===== config.mk =====
export PLATFORM = sky130hd
export DESIGN_NAME = io_port_scheduler_flat
export DESIGN_NICKNAME = d
export VERILOG_FILES = /design/src/rtl/io_port_scheduler_if.sv /design/src/rtl/io_port_scheduler.sv /design/src/flat_wrapper.sv
export SDC_FILE = /design/constraint.sdc
export NUM_CORES = 1
export LEC_CHECK = 0
export ABC_AREA = 1
export CORE_MARGIN = 5
export CORE_UTILIZATION = 45
export DETAILED_ROUTE_END_ITERATION = 8
export GPL_ROUTABILITY_DRIVEN = 0
export PLACE_DENSITY = 0.86
export REMOVE_ABC_BUFFERS = 1
export SLEW_MARGIN = 20
export SYNTH_ARGS = -nofsm -noshare
export SYNTH_HDL_FRONTEND = slang
export SYNTH_SLANG_ARGS = --single-unit

===== constraint.sdc =====
create_clock -name clock -period 3.5 [get_ports clock]
set_input_delay 0.875 -clock clock [delete_from_list [all_inputs] [get_ports clock]]
set_output_delay 0.875 -clock clock [all_outputs]
set_load 0.01 [all_outputs]

===== src/rtl/io_port_scheduler_if.sv =====
// IO-controller and peripheral-port signals of the port scheduler.
// The scheduler takes the slave view; the controller/peripheral side takes master.
interface io_port_scheduler_if #(
  parameter int NUM_PORTS = 4
);
  logic [7:0]                  io_cmd;
  logic [7:0]                  io_wdata;
  logic [7:0]                  io_rdata;
  logic                        io_done;
  logic                        busy;
  logic                        irq_any;
  logic [NUM_PORTS-1:0]        dev_req;
  logic                        dev_we;
  logic [7:0]                  dev_wdata;
  logic [NUM_PORTS-1:0][7:0]   dev_rdata;
  logic [NUM_PORTS-1:0]        dev_ack;
  logic [NUM_PORTS-1:0]        dev_irq;

  modport master (
    output io_cmd, io_wdata, dev_rdata, dev_ack, dev_irq,
    input  io_rdata, io_done, busy, irq_any, dev_req, dev_we, dev_wdata
  );

  modport slave (
    input  io_cmd, io_wdata, dev_rdata, dev_ack, dev_irq,
    output io_rdata, io_done, busy, irq_any, dev_req, dev_we, dev_wdata
  );
endinterface


===== src/rtl/io_port_scheduler.sv =====
// Decodes IO-bus commands, runs a req/ack handshake with one peripheral port,
// aborts on timeout, and grants pending interrupts round-robin.
module io_port_scheduler #(
  parameter int NUM_PORTS = 4,
  parameter int TIMEOUT   = 255
) (
  input  logic                 clock,
  input  logic                 reset_n,
  io_port_scheduler_if.slave   bus
);
  typedef enum logic [1:0] {IDLE, REQ, DONE} state_t;

  localparam logic [7:0] OP_READ   = 8'h01;
  localparam logic [7:0] OP_WRITE  = 8'h02;
  localparam logic [7:0] OP_STATUS = 8'h03;
  localparam logic [7:0] OP_SELECT = 8'h04;
  localparam logic [7:0] OP_IRQACK = 8'h05;
  localparam logic [1:0] LAST_RST  = 2'(NUM_PORTS - 1);
  localparam logic [2:0] NP        = 3'(NUM_PORTS);
  localparam logic [7:0] TMR_MAX   = 8'(TIMEOUT - 1);

  state_t               state, state_n;
  logic [1:0]           sel, sel_n, last_grant, last_grant_n, grant, irq_idx, sel_new;
  logic                 to_flag, to_flag_n, ovr_flag, ovr_flag_n;
  logic [7:0]           tmr, tmr_n, rdata, rdata_n, wdata, wdata_n;
  logic                 done, done_n, we, we_n, irq_hit, irq_any;
  logic [NUM_PORTS-1:0] req, req_n;

  assign irq_any       = |bus.dev_irq;
  assign bus.irq_any   = irq_any;
  assign bus.busy      = (state != IDLE);
  assign bus.io_rdata  = rdata;
  assign bus.io_done   = done;
  assign bus.dev_req   = req;
  assign bus.dev_we    = we;
  assign bus.dev_wdata = wdata;

  // Scan from the farthest port back to the nearest so the nearest pending one wins.
  always_comb begin
    irq_hit = 1'b0;
    grant   = last_grant;
    irq_idx = '0;
    for (int i = NUM_PORTS; i >= 1; i--) begin
      irq_idx = 2'((int'(last_grant) + i) % NUM_PORTS);
      if (bus.dev_irq[irq_idx]) begin
        irq_hit = 1'b1;
        grant   = irq_idx;
      end
    end
  end

  assign sel_new = ({1'b0, bus.io_wdata[1:0]} < NP) ? bus.io_wdata[1:0] : sel;

  always_comb begin
    state_n      = state;
    sel_n        = sel;
    last_grant_n = last_grant;
    to_flag_n    = to_flag;
    ovr_flag_n   = ovr_flag;
    tmr_n        = tmr;
    rdata_n      = rdata;
    wdata_n      = wdata;
    we_n         = we;
    req_n        = req;
    done_n       = 1'b0;
    case (state)
      IDLE: begin
        case (bus.io_cmd)
          OP_READ, OP_WRITE: begin
            state_n = REQ;
            req_n   = NUM_PORTS'(1) << sel;
            we_n    = (bus.io_cmd == OP_WRITE);
            wdata_n = bus.io_wdata;
            tmr_n   = '0;
          end
          OP_STATUS: begin
            state_n    = DONE;
            done_n     = 1'b1;
            rdata_n    = {to_flag, ovr_flag, irq_any, 3'b000, sel};
            to_flag_n  = 1'b0;
            ovr_flag_n = 1'b0;
          end
          OP_SELECT: begin
            state_n = DONE;
            done_n  = 1'b1;
            sel_n   = sel_new;
            rdata_n = {6'b0, sel_new};
          end
          OP_IRQACK: begin
            state_n = DONE;
            done_n  = 1'b1;
            if (irq_hit) begin
              sel_n        = grant;
              last_grant_n = grant;
              rdata_n      = {6'b0, grant};
            end else begin
              rdata_n = 8'h80;
            end
          end
          default: ;
        endcase
      end
      REQ: begin
        if (bus.dev_ack[sel]) begin
          rdata_n = we ? 8'h00 : bus.dev_rdata[sel];
          req_n   = '0;
          state_n = DONE;
          done_n  = 1'b1;
        end else if (tmr == TMR_MAX) begin
          rdata_n   = 8'hFF;
          req_n     = '0;
          to_flag_n = 1'b1;
          state_n   = DONE;
          done_n    = 1'b1;
        end else begin
          tmr_n = tmr + 8'd1;
        end
      end
      DONE:    state_n = IDLE;
      default: state_n = IDLE;
    endcase
    // Commands arriving while busy are dropped but remembered.
    if (state != IDLE && bus.io_cmd != 8'h00) ovr_flag_n = 1'b1;
  end

  always_ff @(posedge clock or negedge reset_n) begin
    if (!reset_n) begin
      state      <= IDLE;
      sel        <= '0;
      last_grant <= LAST_RST;
      to_flag    <= 1'b0;
      ovr_flag   <= 1'b0;
      tmr        <= '0;
      rdata      <= '0;
      done       <= 1'b0;
      req        <= '0;
      we         <= 1'b0;
      wdata      <= '0;
    end else begin
      state      <= state_n;
      sel        <= sel_n;
      last_grant <= last_grant_n;
      to_flag    <= to_flag_n;
      ovr_flag   <= ovr_flag_n;
      tmr        <= tmr_n;
      rdata      <= rdata_n;
      done       <= done_n;
      req        <= req_n;
      we         <= we_n;
      wdata      <= wdata_n;
    end
  end
endmodule

===== src/flat_wrapper.sv =====
// flat-port wrapper written by rule: the top's interface ports become plain ports
module io_port_scheduler_flat 
#(
  parameter int NUM_PORTS = 4,
  parameter int TIMEOUT   = 255
)
  (clock, reset_n, bus_io_cmd, bus_io_wdata, bus_dev_rdata, bus_dev_ack, bus_dev_irq, bus_io_rdata, bus_io_done, bus_busy, bus_irq_any, bus_dev_req, bus_dev_we, bus_dev_wdata);
  io_port_scheduler_if #(.NUM_PORTS(NUM_PORTS)) bus_i ();
  input  logic clock;
  input  logic reset_n;
  input wire logic [$bits(bus_i.io_cmd)-1:0] bus_io_cmd;
  input wire logic [$bits(bus_i.io_wdata)-1:0] bus_io_wdata;
  input wire logic [$bits(bus_i.dev_rdata)-1:0] bus_dev_rdata;
  input wire logic [$bits(bus_i.dev_ack)-1:0] bus_dev_ack;
  input wire logic [$bits(bus_i.dev_irq)-1:0] bus_dev_irq;
  output wire logic [$bits(bus_i.io_rdata)-1:0] bus_io_rdata;
  output wire logic [$bits(bus_i.io_done)-1:0] bus_io_done;
  output wire logic [$bits(bus_i.busy)-1:0] bus_busy;
  output wire logic [$bits(bus_i.irq_any)-1:0] bus_irq_any;
  output wire logic [$bits(bus_i.dev_req)-1:0] bus_dev_req;
  output wire logic [$bits(bus_i.dev_we)-1:0] bus_dev_we;
  output wire logic [$bits(bus_i.dev_wdata)-1:0] bus_dev_wdata;
  assign bus_i.io_cmd = bus_io_cmd;
  assign bus_i.io_wdata = bus_io_wdata;
  assign bus_i.dev_rdata = bus_dev_rdata;
  assign bus_i.dev_ack = bus_dev_ack;
  assign bus_i.dev_irq = bus_dev_irq;
  assign bus_io_rdata = bus_i.io_rdata;
  assign bus_io_done = bus_i.io_done;
  assign bus_busy = bus_i.busy;
  assign bus_irq_any = bus_i.irq_any;
  assign bus_dev_req = bus_i.dev_req;
  assign bus_dev_we = bus_i.dev_we;
  assign bus_dev_wdata = bus_i.dev_wdata;
  io_port_scheduler #(.NUM_PORTS(NUM_PORTS), .TIMEOUT(TIMEOUT)) u_core (.clock(clock), .reset_n(reset_n), .bus(bus_i));
endmodule

Figure 1. Drive-strength map (run 1).
The bar under the picture is 20 um long.
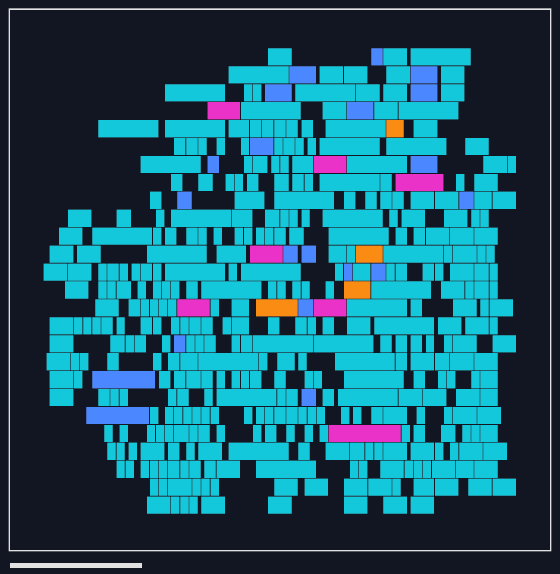
[orange] _3 and _4 cells | cells: 4
[cyan] _0 and _1 cells | cells: 371
[magenta] _6 and larger | cells: 7
[blue] _2 cells | cells: 20

Figure 2. Metal layers overlaid (run 1).
The bar under the picture is 20 um long.
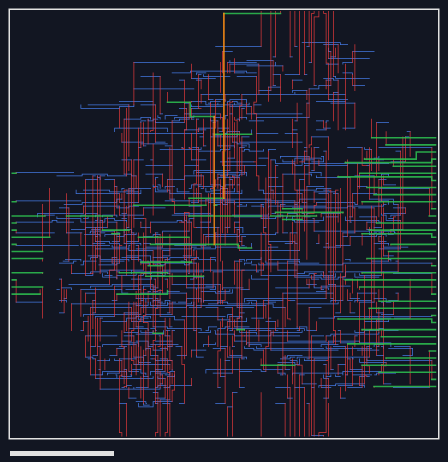
[green] metal 3 | wire length: 622 um
[orange] metal 4 | wire length: 59.8 um
[red] metal 2 | wire length: 2930 um
[blue] metal 1 | wire length: 2700 um

==> results_tabular.tex, run 1 <==
% Implementation results table
\begin{tabular}{lr}
\hline
Metric & Value \\
\hline
\multicolumn{2}{l}{\textbf{Final timing}} \\
\quad Maximum frequency from static timing analysis & 0.328 GHz \\
\quad Final hold violation count & 0 \\
\quad Unrepaired setup endpoints after global routing & no \\
\quad Setup Total Neg Slack & 0 ps \\
\quad Actual transition at the worst max-transition pin & 838 ps \\
\quad Final worst path period share & 87.2\% \\
\quad Clock period minus final worst setup slack & 3050 ps \\
\multicolumn{2}{l}{\textbf{CTS}} \\
\quad Count of buffers added by post-CTS timing repair for setup & 0 \\
\quad Num CTS Buffers & 5 \\
\quad Worst-case clock buffer depth & 2 \\
\quad Hold bufs inserted after CTS & 0 \\
\multicolumn{2}{l}{\textbf{Logic synthesis}} \\
\quad Count of library flops with an enable pin & 0 \\
\quad Cell total in the yosys stat output & 317 \\
\quad Synthesized-area fraction occupied by ao, oa, aoi and oai cells & 10.6\% \\
\quad Share of synthesized registers carrying an async set or reset & 100\% \\
\quad Xor-xnor portion of the synthesized cell area & 1.13\% \\
\quad Prevailing post-synth register cell & dfrtp\_1 \\
\quad Most used standard cells in the synthesized netlist & nand2\_1, dfrtp\_1, inv\_1 \\
\quad Synthesized cell area & 2330 um\^{}2 \\
\quad Multiplexer area fraction after synthesis & 2.90\% \\
\quad Yosys reg bits & 38 \\
\quad Top cell type by instance count after synthesis & nand2\_1 \\
\multicolumn{2}{l}{\textbf{Floorplan}} \\
\quad DIE WIDTH & 81.9 um \\
\quad Chip Area & 6710 um\^{}2 \\
\quad Site Rows & 26 \\
\quad Init Core Util & 45.9\% \\
\quad \# IOs & 82 \\
\quad Tapcell Cnt & 70 \\
\multicolumn{2}{l}{\textbf{Layout}} \\
\quad Combinational fraction of the cell area & 36.5\% \\
\quad Comb area & 1210 um\^{}2 \\
\quad Final-layout clock-cell area share & 3.29\% \\
\quad Fraction of final layout cells with drive strength greater than 1 & 7.71\% \\
\quad Post-route non-filler standard cell count & 472 \\
\multicolumn{2}{l}{\textbf{Route}} \\
\quad DRT Pass-1 Iters & 4 \\
\quad Detailed-routed wire length on met3 & 622 um \\
\quad Final routed DRC violation total & 0 \\
\quad Count of nets left with antenna violations after detail routing & 0 \\
\quad Via total after detailed routing & 2429 \\
\multicolumn{2}{l}{\textbf{Worst setup path}} \\
\quad Depth of the worst register-to-register path & 12 \\
\quad Crit path arrival time & 2180 ps \\
\quad Crit Path Category & input pin to primary output \\
\quad Path length in cells of the critical path & 4 \\
\quad Largest incremental delay on the critical path & 580 ps \\
\multicolumn{2}{l}{\textbf{Power}} \\
\quad Switching part of the total & 32.4\% \\
\quad Gate power share & 34.9\% \\
\quad Largest Pwr Group & sequential cells \\
\quad Power Sequential & 598 uW \\
\quad Comb pwr & 514 uW \\
\quad Clock group share of total power & 24.5\% \\
\quad Clock network power & 360 uW \\
\multicolumn{2}{l}{\textbf{Global route}} \\
\quad Total gr overflow & 0 \\
\quad GR peak layer & met2 \\
\quad Pin count of the biggest net entering global routing & 39 \\
\quad Met1 track demand over resource in global routing & 23.6\% \\
\quad Via count of the first global-routing pass & 2396 \\
\quad First-pass GRT wire length & 10.3 mm \\
\quad Met2 routing resource usage after global routing & 34.2\% \\
\multicolumn{2}{l}{\textbf{Place}} \\
\quad Cell count after placement & 464 \\
\quad IO buf count & 81 \\
\multicolumn{2}{l}{\textbf{Flow run}} \\
\quad Tally of max-capacitance violations & 0 \\
\multicolumn{2}{l}{\textbf{Status}} \\
\quad Outcome & complete, no violations \\
\hline
\end{tabular}
Figure 3. I/O nets highlighted (run 1).
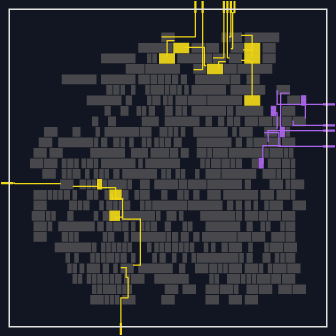
[yellow] bus_io_wdata | bits: 8 | direction: input | end cells: 10 | wire: 198 um
[purple] bus_dev_ack | bits: 4 | direction: input | end cells: 4 | wire: 94.6 um

-- run 1: through the flow --
step / cell area (um^2) / utilization [%]
4_1_cts: 3300 / 65.1
2_1_floorplan: 2290 / -
5_1_grt: 3300 / 65.1
3_5_place_dp: 3200 / 63.0
3_3_place_gp: 3200 / 63.0
6_report: 3300 / 65.1
-- run 1: final timing paths --
kind                                                     startpoint                                   to  slack, ps
worst max-delay path                                 bus_dev_irq[3]                          bus_irq_any        450
worst min-delay path            u_core.bus.dev_wdata[6]$_DFFE_PN0P_  u_core.bus.dev_wdata[6]$_DFFE_PN0P_        500
worst max register to register            u_core.sel[0]$_DFFE_PN0P_   u_core.bus.io_rdata[0]$_DFFE_PN0P_       1550
worst min register to register  u_core.bus.dev_wdata[6]$_DFFE_PN0P_  u_core.bus.dev_wdata[6]$_DFFE_PN0P_        500
max in group asynchronous                                   reset_n   u_core.bus.io_rdata[6]$_DFFE_PN0P_       2280
min in group asynchronous                                   reset_n  u_core.bus.dev_wdata[4]$_DFFE_PN0P_        690
-- run 1: cell usage in the layout, fill, tap and decap left out, types with 2 or more instances in the layout --
cell type and instances:
nand2_1 101, clkdlybuf4s50_1 80, dfrtp_1 36, inv_1 35
nand3_1 34, nor2_1 21, nand4_1 14, o21ai_0 12
a21oi_1 11, o21ai_1 7, nand2_2 6, mux2_2 6
a22oi_1 5, clkbuf_8 5, xor2_1 3, nor2_4 2
nor3_1 2, a211oi_1 2, o31ai_1 2, ha_1 2
clkinv_2 2, dfstp_2 2
-- run 1: sequential cells by signal (all words and copies together) (netlist names), 2 cells and up --
register              cells
u_core.bus.dev_wdata      8
u_core.bus.io_rdata       8
u_core.tmr                8
u_core.bus.dev_req        4
u_core.last_grant         2
u_core.sel                2
u_core.state              2
Figure 4. Where the registers sit (run 1).
The bar under the picture is 20 um long.
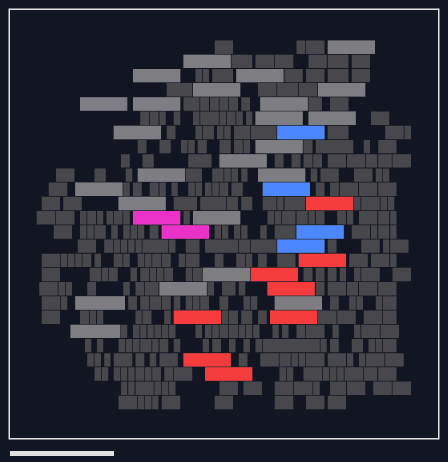

==> run 2, diff against run 1 <==
- CORE_UTILIZATION: 45 -> 49
- PLACE_DENSITY: 0.86 -> 0.92
Figure 5. Where the registers sit (run 2).
The bar under the picture is 20 um long.
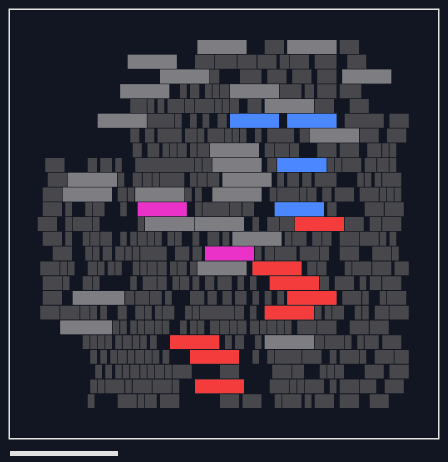
[magenta] u_core.sel | placed flops: 2
[red] u_core.bus.io_rdata | placed flops: 8
[blue] u_core.bus.dev_req | placed flops: 4
register cell area after layout: 953 um^2
flop share of the area: 29.0%
Power Sequential: 600 uW
core occupancy in the finished layout: 70.6%

==> run 2 against run 1 <==
Effect of this change:
- design area shrank 0.45%
- die area decreased by 7.2%
- sequential share of layout area rose by 0.13 points
- core utilization is 5.5 points higher
- sequential power is essentially flat
- cell count decreased by 3.4%
- first-iteration DRC count increased by 97%
- maximum frequency down 0.53%
- flip-flop count unchanged
- global-route usage up 2.3 points
- critical endpoint unchanged
- largest cell class unchanged
- largest power group unchanged
- highest routed layer unchanged
==> results_tabular.tex, run 2 <==
% Implementation results table
\begin{tabular}{lr}
\hline
Metric & Value \\
\hline
\multicolumn{2}{l}{\textbf{Logic synthesis}} \\
\quad Most used standard cells in the synthesized netlist & nand2\_1, dfrtp\_1, inv\_1 \\
\quad Yosys reg bits & 38 (unchanged) \\
\quad Cell total in the yosys stat output & 317 (unchanged) \\
\quad Prevailing post-synth register cell & dfrtp\_1 \\
\quad Count of library flops with an enable pin & 0 (unchanged) \\
\quad Xor-xnor portion of the synthesized cell area & 1.13\% (unchanged) \\
\quad Largest family of logic cells by area & simple AND/OR/NAND/NOR gates \\
\quad Number of unique standard cell types used by synthesis & 32 \\
\quad Area share of fa/ha/maj cells after synthesis & 1.08\% \\
\quad Post-synthesis sequential area ratio & 41.0\% \\
\quad Number of standard cells after synthesis & 317 \\
\quad Synthesized cell area & 2330 um\^{}2 (unchanged) \\
\quad Multiplexer area fraction after synthesis & 2.90\% (unchanged) \\
\quad Basic Gates by Area & 36.1\% \\
\quad Share of synthesized registers carrying an async set or reset & 100\% (unchanged) \\
\quad Synthesized-area fraction occupied by ao, oa, aoi and oai cells & 10.6\% (unchanged) \\
\quad Top cell type by instance count after synthesis & nand2\_1 \\
\multicolumn{2}{l}{\textbf{Worst setup path}} \\
\quad Required time worst endpoint & 2620 ps \\
\quad Crit path arrival time & 2190 ps (about the same) \\
\quad Critical R2R Launch & u\_core.sel[0]\$\_DFFE\_PN0P\_ \\
\quad Crit Path Category & input pin to primary output \\
\quad R2r setup slk & 1520 ps (-30 ps) \\
\quad Sequence of cells on the critical path & clkdlybuf4s50\_1 > inv\_1 > nand4\_1 > clkdlybuf4s50\_1 \\
\quad CP startpoint kind & input pin \\
\quad Crit path launch & bus\_dev\_irq[0] \\
\quad Largest incremental delay on the critical path & 580 ps (about the same) \\
\quad Biggest fanout along the worst timing path & 5 \\
\multicolumn{2}{l}{\textbf{Floorplan}} \\
\quad Site Rows & 25 (-3.8\%) \\
\quad Init Core Util & 49.9\% (+4.1 points) \\
\quad Chip Area & 6230 um\^{}2 (-7.2\%) \\
\quad Tapcell Cnt & 54 (-23\%) \\
\quad DIE WIDTH & 78.9 um (-3.7\%) \\
\multicolumn{2}{l}{\textbf{Min path}} \\
\quad Tightest Hold Check Type & flip-flop to flip-flop \\
\quad Startpoint of the worst hold path & u\_core.bus.dev\_wdata[4]\$\_DFFE\_PN0P\_ \\
\multicolumn{2}{l}{\textbf{Layout}} \\
\quad Comb area & 1210 um\^{}2 (unchanged) \\
\quad Most used logic cell in the final layout & nand2\_1 \\
\quad Final-layout clock-cell area share & 3.46\% (+0.17 points) \\
\quad Number of ordinary inverters in the final layout & 36 \\
\quad Combinational fraction of the cell area & 36.7\% (+0.17 points) \\
\quad Layout clock buffers & 5 \\
\quad Number of fill cells & 366 \\
\quad Fraction of final layout cells with drive strength greater than 1 & 7.71\% (unchanged) \\
\quad Total Nets Final & 461 \\
\quad Most frequently placed logic cells in the final layout & nand2\_1, clkdlybuf4s50\_1, dfrtp\_1 \\
\quad Post-layout instance area & 3290 um\^{}2 (-0.45\%) \\
\quad Flip-flop and latch count & 38 \\
\multicolumn{2}{l}{\textbf{Global route}} \\
\quad First-pass GRT wire length & 10.9 mm (+5.2\%) \\
\quad Met1 track demand over resource in global routing & 26.9\% (+3.3 points) \\
\quad Pin count of the biggest net entering global routing & 39 (unchanged) \\
\quad Via count of the first global-routing pass & 2431 (+1.5\%) \\
\quad GR peak layer & met2 \\
\quad Total gr overflow & 0 (unchanged) \\
\quad Met2 routing resource usage after global routing & 36.8\% (+2.7 points) \\
\quad Global router's overall resource usage & 21.7\% \\
\multicolumn{2}{l}{\textbf{CTS}} \\
\quad H-tree Lvls & 2 \\
\quad Worst-case clock buffer depth & 2 (unchanged) \\
\quad Count of buffers added by post-CTS timing repair for setup & 0 (unchanged) \\
\quad Clock Pin Slew Worst Setup and Hold Paths & 80 ps \\
\quad Num CTS Buffers & 5 (unchanged) \\
\quad Hold bufs inserted after CTS & 0 (unchanged) \\
\multicolumn{2}{l}{\textbf{Flow run}} \\
\quad Tally of max-capacitance violations & 0 (unchanged) \\
\multicolumn{2}{l}{\textbf{Final timing}} \\
\quad Setup violation total in the final timing report & 0 \\
\quad Final hold violation count & 0 (unchanged) \\
\quad Final Skew & 5.33 ps \\
\quad Clock period minus final worst setup slack & 3070 ps (+16.2 ps) \\
\quad Pins over their slew limit & 0 \\
\quad Unrepaired setup endpoints after global routing & no \\
\quad Maximum frequency from static timing analysis & 0.326 GHz (-0.53\%) \\
\quad Final worst path period share & 87.6\% (+0.46 points) \\
\quad Actual transition at the worst max-transition pin & 842 ps (+4.32 ps) \\
\quad Hold Worst Slack & 510 ps \\
\quad Setup Total Neg Slack & 0 ps (unchanged) \\
\multicolumn{2}{l}{\textbf{Route}} \\
\quad Via total after detailed routing & 2461 (+1.3\%) \\
\quad Sum of routed wire length over all layers & 6.51 mm \\
\quad Final routed DRC violation total & 0 (unchanged) \\
\quad DRT Pass-1 Iters & 4 (unchanged) \\
\quad Count of nets left with antenna violations after detail routing & 0 (unchanged) \\
\quad Routed wire per std cell & 14.3 um \\
\multicolumn{2}{l}{\textbf{Place}} \\
\quad Estimated wirelength of the detail-placed design & 5.01 mm \\
\quad Cell Area, Placed & 3180 um\^{}2 (-0.63\%) \\
\multicolumn{2}{l}{\textbf{Power}} \\
\quad Power density cells & 453 nW/um\^{}2 \\
\multicolumn{2}{l}{\textbf{Status}} \\
\quad Outcome & complete, no violations \\
\hline
\end{tabular}
Figure 6. I/O nets highlighted (run 2).
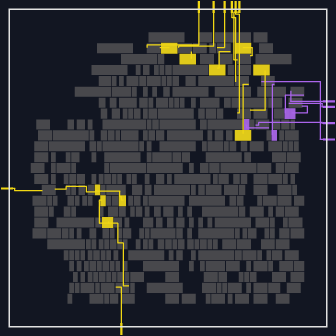
[yellow] bus_io_wdata | bits: 8 | direction: input | end cells: 10 | wire: 224 um
[purple] bus_dev_ack | bits: 4 | direction: input | end cells: 4 | wire: 105 um
IO buf count: 81
# IOs: 82

run 2: cell count changes in the layout (fill, tap and decap cells not counted), sizes merged:
| cell | change |
|---|---|
| clkinv | -2 |
| clkinvlp | +2 |
run 2: cell families (layout without fill, tap and decap cells):
logic type | count (synthesis) | in the layout
AND/OR/NAND/NOR | 184 | 184
AND-OR/OR-AND | 43 | 43
buffers and inverters | 41 | 126
flip-flops | 38 | 38
multiplexers | 6 | 6
XOR/XNOR | 3 | 3
adder cells (fa/ha/maj) | 2 | 2
run 2: report_power, final:
group	total [mW]	switching, mW	internal (mW)
clock network	0.381	0.169	0.212
registers	0.600	0.0738	0.526
logic	0.509	0.250	0.259
total	1.49	0.492	0.997
run 2: through the flow:
stage | cells | power, mW | setup slack (ps) | utilization [%]
after global routing | 456 | 1.58 | 365 | 70.6
after floorplan | 312 | 0.862 | 1380 | -
after global placement | 448 | 1.10 | 484 | 68.1
after CTS | 456 | 1.50 | 438 | 70.6
after detailed placement | 448 | 1.12 | 445 | 68.1
final | 456 | 1.49 | 432 | 70.6
run 2: path summary, 6_finish.rpt:
path / endpoint / cells past startpoint
worst min-delay path: u_core.bus.dev_wdata[4]$_DFFE_PN0P_ / 1
worst min register to register: u_core.bus.dev_wdata[4]$_DFFE_PN0P_ / 1
max in group asynchronous: u_core.bus.io_done$_DFF_PN0_ / 1
worst max register to register: u_core.bus.io_rdata[0]$_DFFE_PN0P_ / 12
worst max-delay path: bus_irq_any / 4
min in group asynchronous: u_core.bus.dev_wdata[6]$_DFFE_PN0P_ / 1
run 2: layer usage:
metal / share of wire (%) / vias to the layer above
met1: 42 / 1141
li1: - / 1212
met2: 47 / 94
met3: 8.3 / 14
met4: 2.0 / 0
met5: 0 / -
Power and IR drop assume default switching activity.
